### config.mk
export PLATFORM = sky130hd
export DESIGN_NAME = uart_tx_fifo
export DESIGN_NICKNAME = d
export VERILOG_FILES = /design/src/rtl/uart_tx_fifo.sv
export SDC_FILE = /design/constraint.sdc
export NUM_CORES = 1
export LEC_CHECK = 0
export ABC_CLOCK_PERIOD_IN_PS = 3200
export CORE_ASPECT_RATIO = 0.7
export CORE_MARGIN = 3
export CORE_UTILIZATION = 35
export DETAILED_ROUTE_END_ITERATION = 7
export SYNTH_ARGS = -nofsm -noshare
export SYNTH_HDL_FRONTEND = slang
export SYNTH_SLANG_ARGS = --single-unit
### constraint.sdc
create_clock -name clk -period 3.2 [get_ports clk]
set_input_delay 0.64 -clock clk [delete_from_list [all_inputs] [get_ports clk]]
set_output_delay 0.64 -clock clk [all_outputs]
set_load 0.01 [all_outputs]
### src/rtl/uart_tx_fifo.sv
// Buffered 8N1 UART transmitter: valid/ready byte FIFO feeding a baud-divided serialiser.
// Frames are sent back-to-back whenever the FIFO holds data at the end of a stop bit.
module uart_tx_fifo #(
    parameter int unsigned CLK_HZ = 50_000_000,
    parameter int unsigned BAUD   = 9600,
    parameter int unsigned DEPTH  = 8
) (
    input  logic                     clk,
    input  logic                     reset,
    input  logic [7:0]               wr_data,
    input  logic                     wr_valid,
    output logic                     wr_ready,
    output logic                     tx,
    output logic                     busy,
    output logic [$clog2(DEPTH):0]   count
);

    localparam int unsigned DIV  = CLK_HZ / BAUD;
    localparam int unsigned PW   = $clog2(DEPTH);
    localparam int unsigned CNTW = PW + 1;
    localparam int unsigned CW   = $clog2(DIV);

    if (DIV < 2) begin : g_bad_div
        $error("uart_tx_fifo: CLK_HZ / BAUD must be at least 2");
    end
    if (DEPTH < 2 || (DEPTH & (DEPTH - 1)) != 0) begin : g_bad_depth
        $error("uart_tx_fifo: DEPTH must be a power of 2 and at least 2");
    end

    typedef enum logic [1:0] {IDLE, START, DATA, STOP} state_t;

    state_t          state_q, state_n;
    logic [CW-1:0]   baud_q, baud_n;
    logic [2:0]      bit_q, bit_n;
    logic [7:0]      shift_q, shift_n;
    logic            tx_n;
    logic            pop;
    logic            wr_en;
    logic            baud_done;
    logic [PW-1:0]   rd_ptr, wr_ptr;
    logic [7:0]      mem [DEPTH];

    // Refusal when full depends on count alone, even if a pop happens on the same edge.
    assign wr_ready  = (count != CNTW'(DEPTH));
    assign wr_en     = wr_valid && wr_ready;
    assign busy      = (state_q != IDLE);
    assign baud_done = (baud_q == CW'(DIV - 1));

    // Next-state, pop decision and next line level.
    always_comb begin
        state_n = state_q;
        baud_n  = baud_q + CW'(1);
        bit_n   = bit_q;
        shift_n = shift_q;
        pop     = 1'b0;
        tx_n    = 1'b1;

        case (state_q)
            IDLE: begin
                baud_n = '0;
                if (count != '0) begin
                    pop     = 1'b1;
                    shift_n = mem[rd_ptr];
                    state_n = START;
                end
            end
            START: begin
                if (baud_done) begin
                    baud_n  = '0;
                    bit_n   = 3'd0;
                    state_n = DATA;
                end
            end
            DATA: begin
                if (baud_done) begin
                    baud_n  = '0;
                    shift_n = shift_q >> 1;
                    bit_n   = bit_q + 3'd1;
                    if (bit_q == 3'd7) begin
                        state_n = STOP;
                    end
                end
            end
            STOP: begin
                if (baud_done) begin
                    baud_n = '0;
                    if (count != '0) begin
                        pop     = 1'b1;
                        shift_n = mem[rd_ptr];
                        state_n = START;
                    end else begin
                        state_n = IDLE;
                    end
                end
            end
            default: state_n = IDLE;
        endcase

        case (state_n)
            START:   tx_n = 1'b0;
            DATA:    tx_n = shift_n[0];
            default: tx_n = 1'b1;
        endcase
    end

    always_ff @(posedge clk) begin
        if (reset) begin
            state_q <= IDLE;
            baud_q  <= '0;
            bit_q   <= 3'd0;
            shift_q <= 8'd0;
            tx      <= 1'b1;
            rd_ptr  <= '0;
            wr_ptr  <= '0;
            count   <= '0;
        end else begin
            state_q <= state_n;
            baud_q  <= baud_n;
            bit_q   <= bit_n;
            shift_q <= shift_n;
            tx      <= tx_n;
            if (wr_en) begin
                wr_ptr <= wr_ptr + PW'(1);
            end
            if (pop) begin
                rd_ptr <= rd_ptr + PW'(1);
            end
            case ({wr_en, pop})
                2'b10:   count <= count + CNTW'(1);
                2'b01:   count <= count - CNTW'(1);
                default: count <= count;
            endcase
        end
    end

    // FIFO storage carries no reset; pointers define validity.
    always_ff @(posedge clk) begin
        if (wr_en && !reset) begin
            mem[wr_ptr] <= wr_data;
        end
    end

endmodule

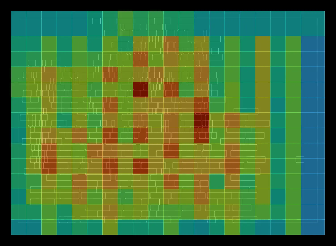
run_1/congestion.png
GR Layer Usage met3: 2.89%
Top Usage Layer GRT: met2
Layout Utilization: 41.9%
Total GRT Usage: 13.1%

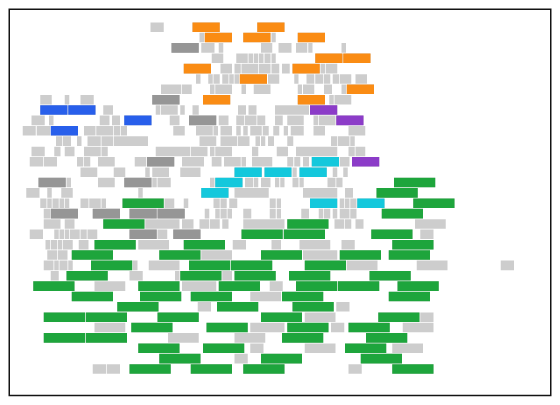
run_1/flops_by_reg.png
- shift_q: cyan (sequential cells 8; where centre)
- baud_q: orange (sequential cells 13; where top centre)
- mem: green (sequential cells 64)
- count: blue (sequential cells 4; where upper left)
- bit_q: purple (sequential cells 3)
- not coloured: 12

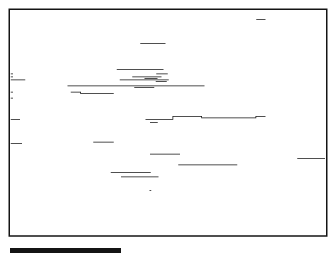
run_1/layer_met3.png
Bar = 50 um.
- main direction: horizontal
- longest straight run: 61.2 um
- wire length on this layer: 347 um
- share of all routed wire: 4.0%
- nets with wire on the layer: 20

==> impl_metrics.py, run 1 <==
# Physical implementation metrics
metrics = {
    "outcome": {
        "outcome": "finished clean",
    },
    "routing": {
        "wire_per_inst_um": 16.4,
        "drtIter0Drc": 214,
        "ant_nets": 0,
        "vias": 2789,
        "remaining_drc_errors": 0,
        "routed.top_layer": "met4",
        "wl_met1_um": 4420,
        "vias_per_cell": 5.21,
        "route.met2.wl_um": 3860,
        "firstDrtPassIters": 4,
    },
    "place": {
        "gp_congestion": 0.801,
        "place_inst": 519,
        "io_buffers": 17,
        "dp_hpwl_um": 5800,
        "post-place-ws_ns": 0.402,
    },
    "final_timing": {
        "period_used_pct": 87.2,
        "whs_ns": 0.462,
        "worstMarginPinSlew_ns": 0.777,
        "hold_violations": 0,
        "period_minus_slack_ns": 2.79,
        "clock_skew_ns": 0.00722,
        "setup_ws_ns": 0.411,
        "setup_tns_ns": 0,
        "fmax_ghz": 0.359,
    },
    "synth": {
        "edf_count": 64,
        "synthesis.area_sq_um": 4520,
        "top_area_cell": "edfxtp_1",
        "async_flop_share_pct": 0,
        "ys.flops": 104,
        "synth_cell_types": 49,
        "yosys_cells": 340,
        "most_common_cell": "edfxtp_1",
        "ys_warn_count": 0,
        "ys.flop_type": "edfxtp_1",
        "common_cells": "edfxtp_1 (64), nor2_1 (46), dfxtp_1 (40)",
    },
    "clocking": {
        "clockBufferDepth": 2,
        "cts.clk_slew.worst_paths_ns": 0.06,
        "cts-hold-fix-buffers": 0,
        "cts_tree": "built",
        "cts_sinks": 104,
        "clock-root-buffer": "clkbuf_16",
        "clock_latency_ns": 0.34,
        "post_cts_buffers": 0,
    },
    "power_and_ir_drop": {
        "seq-power_uw": 1660,
        "powerDensity_nw_per_um2": 780,
        "power_uw": 4080,
        "power.clock.total_uw": 1170,
        "sequentialPowerShare_pct": 40.7,
        "p_int_uw": 2790,
        "max-vdd-ir-drop_mv": 0.423,
        "comb_power_share_pct": 30.6,
        "clkPwrFrac_pct": 28.6,
        "comb_cell_power_uw": 1250,
    },
    "worst_setup_path": {
        "critPathArrivalTime_ns": 3.06,
        "slowest_stage": "dfxtp_1",
        "path_max_fanout": 6,
        "crit_path_start_kind": "flop",
        "critPathKind": "flop to flop",
        "path_common_cell": "ha_1",
        "critPathMaxStageDelay_ns": 0.37,
        "required_ns": 3.47,
        "r2r_cells": 11,
    },
    "global_routing": {
        "grtUsageMet2_pct": 19.6,
        "grt_pass1_vias": 2792,
        "grt_overflow": 0,
        "antenna_found_initial": 0,
        "grt_pass1_wl_um": 14500,
    },
    "cells_and_area": {
        "buf_share_pct": 5.26,
        "drive_above_1_share_pct": 15.0,
        "sh_seq_area_pct": 52.0,
        "clockBufferCount": 10,
        "largest_register_ffs": 64,
        "reg_top3": "mem x64, baud_q x13, shift_q x8",
        "clock_area_share_pct": 6.09,
        "mostFrequentLayoutCell": "edfxtp_1",
        "ff_latch_area_sq_um": 2720,
        "final_layout_top_logic_cells": "edfxtp_1 (64), nor2_1 (46), dfxtp_1 (40), nand2_1 (17), clkdlybuf4s50_1 (17)",
        "fill_cells": 1182,
        "comb_area_share_pct": 32.4,
        "flops": 104,
        "largest-register": "mem",
        "largest_cell_class": "flip-flops and latches",
        "finalNetCount": 393,
        "inverters": 6,
        "comb_cells": 216,
    },
    "die": {
        "chip_area_sq_um": 14300,
        "ios": 18,
        "placeableCoreArea_sq_um": 12500,
        "die_y_um": 101,
        "tap_cells": 162,
        "die_w_um": 142,
    },
    "hold_path": {
        "min_path_cells": 1,
        "hold_path_class": "flop to flop",
    },
}
## run 1: path summary, 6_finish.rpt
path | slack [ns] | to | from
min reg2reg | 0.46 | baud_q[0] | baud_q[0]
max | 0.41 | count[2] | baud_q[0]
max reg2reg | 0.41 | count[2] | baud_q[0]
min | 0.46 | baud_q[0] | baud_q[0]
## run 1: cells by family after synthesis
group | Yosys count | synth area share [%]
and+or+nand+nor | 109 | 12.7
DFF | 104 | 60.2
AOI/OAI and AO/OA | 49 | 7.20
muxes | 26 | 10.2
buffers and inverters | 20 | 2.27
xor gates and xnor gates | 18 | 3.49
adders and majority gates | 14 | 3.88
## run 1: worst max-delay path, delay by kind of cell, from the launching register on
kind,cells,cell delay [ns]
xor+xnor,2,0.33
simple gates,3,0.94
flops,1,0.37
fa+ha+maj,3,0.68
compound gates,3,0.40
run_1/layer_met2.png
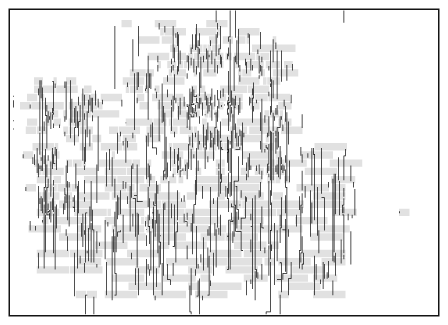

==> run 1 -> run 2 <==
--- a/config.mk
+++ b/config.mk
@@ -5,7 +5,7 @@
 export SDC_FILE = /design/constraint.sdc
 export NUM_CORES = 1
 export LEC_CHECK = 0
-export ABC_CLOCK_PERIOD_IN_PS = 3200
+export ABC_CLOCK_PERIOD_IN_PS = 2300
 export CORE_ASPECT_RATIO = 0.7
 export CORE_MARGIN = 3
 export CORE_UTILIZATION = 35
==> constraint.sdc (replaced) <==
create_clock -name clk -period 2.3 [get_ports clk]
set_input_delay 0.46 -clock clk [delete_from_list [all_inputs] [get_ports clk]]
set_output_delay 0.46 -clock clk [all_outputs]
set_load 0.01 [all_outputs]
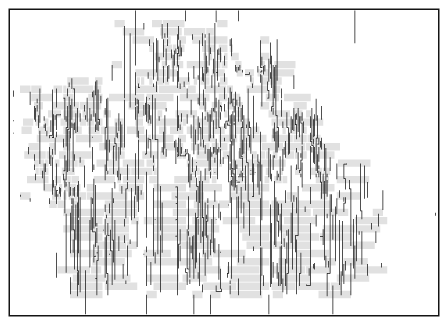
run_2/layer_met2.png
- longest straight run: 37.9 um
- main direction: vertical
- nets with wire on the layer: 360
- wire length on this layer: 4190 um
- share of all routed wire: 46%

==> impl_metrics.py, run 2 <==
# Physical implementation metrics
metrics = {
    "global_routing": {
        "grt_util_met3_pct": 3.18,
        "grt_pass1_vias": 2796,
        "grt-busiest-layer": "met2",
        "grtUsageMet2_pct": 20.4,
        "grt_overflow": 0,
        "grt_usage_pct": 13.5,
        "antenna_found_initial": 0,
        "grt_pass1_wl_um": 14600,
    },
    "clocking": {
        "cts_made_buffers": 9,
        "clock-root-buffer": "clkbuf_16",
        "cts_tree": "built",
        "clockBufferDepth": 2,
        "clock_latency_ns": 0.35,
        "cts-hold-fix-buffers": 0,
        "cts_sinks": 104,
        "post_cts_buffers": 0,
        "cts.clk_slew.worst_paths_ns": 0.07,
        "cts-resized-gates": 1,
    },
    "final_timing": {
        "hold_violations": 0,
        "worstMarginPinSlew_ns": 0.457,
        "whs_ns": 0.473,
        "setup_tns_ns": -0.207,
        "fmax_ghz": 0.414,
        "setup_ws_ns": -0.115,
        "rsz0062_at_grt": "yes",
        "period_used_pct": 105,
        "setup_violations": 2,
        "period_minus_slack_ns": 2.41,
        "clock_skew_ns": 0.0104,
        "maxSlewHeadroom_pct": 69.3,
    },
    "worst_setup_path": {
        "r2r_cells": 11,
        "crit_start": "baud_q[1]",
        "crit_buf_inv": 0,
        "slowest_stage": "dfxtp_2",
        "reg2reg_to": "count[2]",
        "path_max_fanout": 3,
        "critPathMaxStageDelay_ns": 0.36,
        "critPathKind": "flop to flop",
        "crit_end": "count[2]",
        "r2r_setup_slack_ns": -0.11,
        "crit_path_start_kind": "flop",
        "crit_cells": 11,
        "critPathArrivalTime_ns": 2.70,
        "critPathTopFamily": "simple AND/OR/NAND/NOR gates",
        "required_ns": 2.58,
        "timing.rr.start": "baud_q[1]",
    },
    "power_and_ir_drop": {
        "comb_cell_power_uw": 2120,
        "sequentialPowerShare_pct": 38.3,
        "powerDensity_nw_per_um2": 1060,
        "clkPwrFrac_pct": 26.1,
        "power.clock.total_uw": 1560,
        "max-vdd-ir-drop_mv": 0.633,
        "p_int_uw": 4050,
        "power_uw": 5950,
        "comb_power_share_pct": 35.5,
        "seq-power_uw": 2280,
    },
    "hold_path": {
        "whs_endpoint": "shift_q[2]",
        "min_path_cells": 2,
        "hold_start": "shift_q[2]",
        "hold_path_class": "flop to flop",
    },
    "place": {
        "gp_congestion": 0.832,
        "place_inst": 552,
        "dpl_cell_area_sq_um": 5220,
        "io_buffers": 17,
        "post-place-ws_ns": -0.107,
        "dp_hpwl_um": 6170,
    },
    "cells_and_area": {
        "syn_to_final_growth_pct": 23.7,
        "final_layout_top_logic_cells": "edfxtp_1 (64), buf_4 (47), nor2_1 (46), dfxtp_1 (38), clkdlybuf4s50_1 (17)",
        "reg_top3": "mem x64, baud_q x13, shift_q x8",
        "finalNetCount": 428,
        "final-comb-area_sq_um": 1770,
        "mostFrequentLayoutCell": "edfxtp_1",
        "largest_register_ffs": 64,
        "fill_cells": 1127,
        "largest-register": "mem",
        "drive_above_1_share_pct": 25.2,
        "ff_latch_area_sq_um": 2730,
        "fin_util_pct": 44.7,
    },
    "synth": {
        "top_area_cell": "edfxtp_1",
        "async_flop_share_pct": 0,
        "edf_count": 64,
        "ys_warn_count": 0,
        "most_common_cell": "edfxtp_1",
        "common_cells": "edfxtp_1 (64), nor2_1 (46), dfxtp_1 (40)",
        "synthesis.area_sq_um": 4520,
        "yosys_area_sq_um": 4520,
        "ys_seq_share_pct": 60.2,
        "yosys_cells": 340,
        "ys_top_cells_by_area": "edfxtp_1 (43%), dfxtp_1 (18%), mux4_2 (8.0%)",
        "ys.flops": 104,
        "ys.flop_type": "edfxtp_1",
        "synth_cell_types": 49,
    },
    "outcome": {
        "violations": "setup timing",
        "outcome": "finished with violations",
    },
    "routing": {
        "routed.top_layer": "met4",
        "firstDrtPassIters": 4,
        "vias_per_cell": 5.04,
        "drtIter0Drc": 262,
        "remaining_drc_errors": 0,
        "wl_um": 9110,
        "wl_met1_um": 4480,
        "wire_per_inst_um": 16.0,
        "vias": 2873,
        "ant_nets": 0,
        "route.met2.wl_um": 4190,
    },
    "die": {
        "placeableCoreArea_sq_um": 12500,
        "ios": 18,
        "chip_area_sq_um": 14300,
        "die_y_um": 101,
        "die_w_um": 142,
    },
    "job": {
        "maxCapViolations": 0,
    },
}
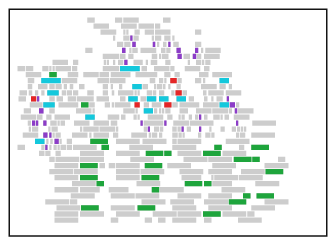
run_2/logic_types.png
- NAND gates: purple (cells 29; most used nand2_1)
- multiplexers: green (cells 26; most used mux4_2)
- adder and majority cells: cyan (cells 14; most used ha_1)
- AND-OR and OR-AND gates: red (cells 5; most used o21a_1; where centre)

run 2: cell counts after synthesis:
No cell type changed its count.
run 2: cell families (layout without fill, tap and decap cells):
kind of cell	count (synthesis)	after routing	synth area share [%]
DFF	104	104	60.2
AOI/OAI and AO/OA	49	49	7.20
and+or+nand+nor	109	109	12.7
buffers and inverters	20	88	2.27
adders and majority gates	14	14	3.88
muxes	26	26	10.2
xor gates and xnor gates	18	18	3.49
run 2: area by class of cell:
| cell class | instances | area share, % |
|---|---|---|
| timing repair buffer | 66 | 10.1 |
| clock buffer | 10 | 4.09 |
| clock inverter | 6 | 1.39 |
| sequential | 104 | 48.7 |
| multi-input combinational | 216 | 31.7 |
| inverter | 6 | 0.403 |
| tap | 162 | 3.62 |
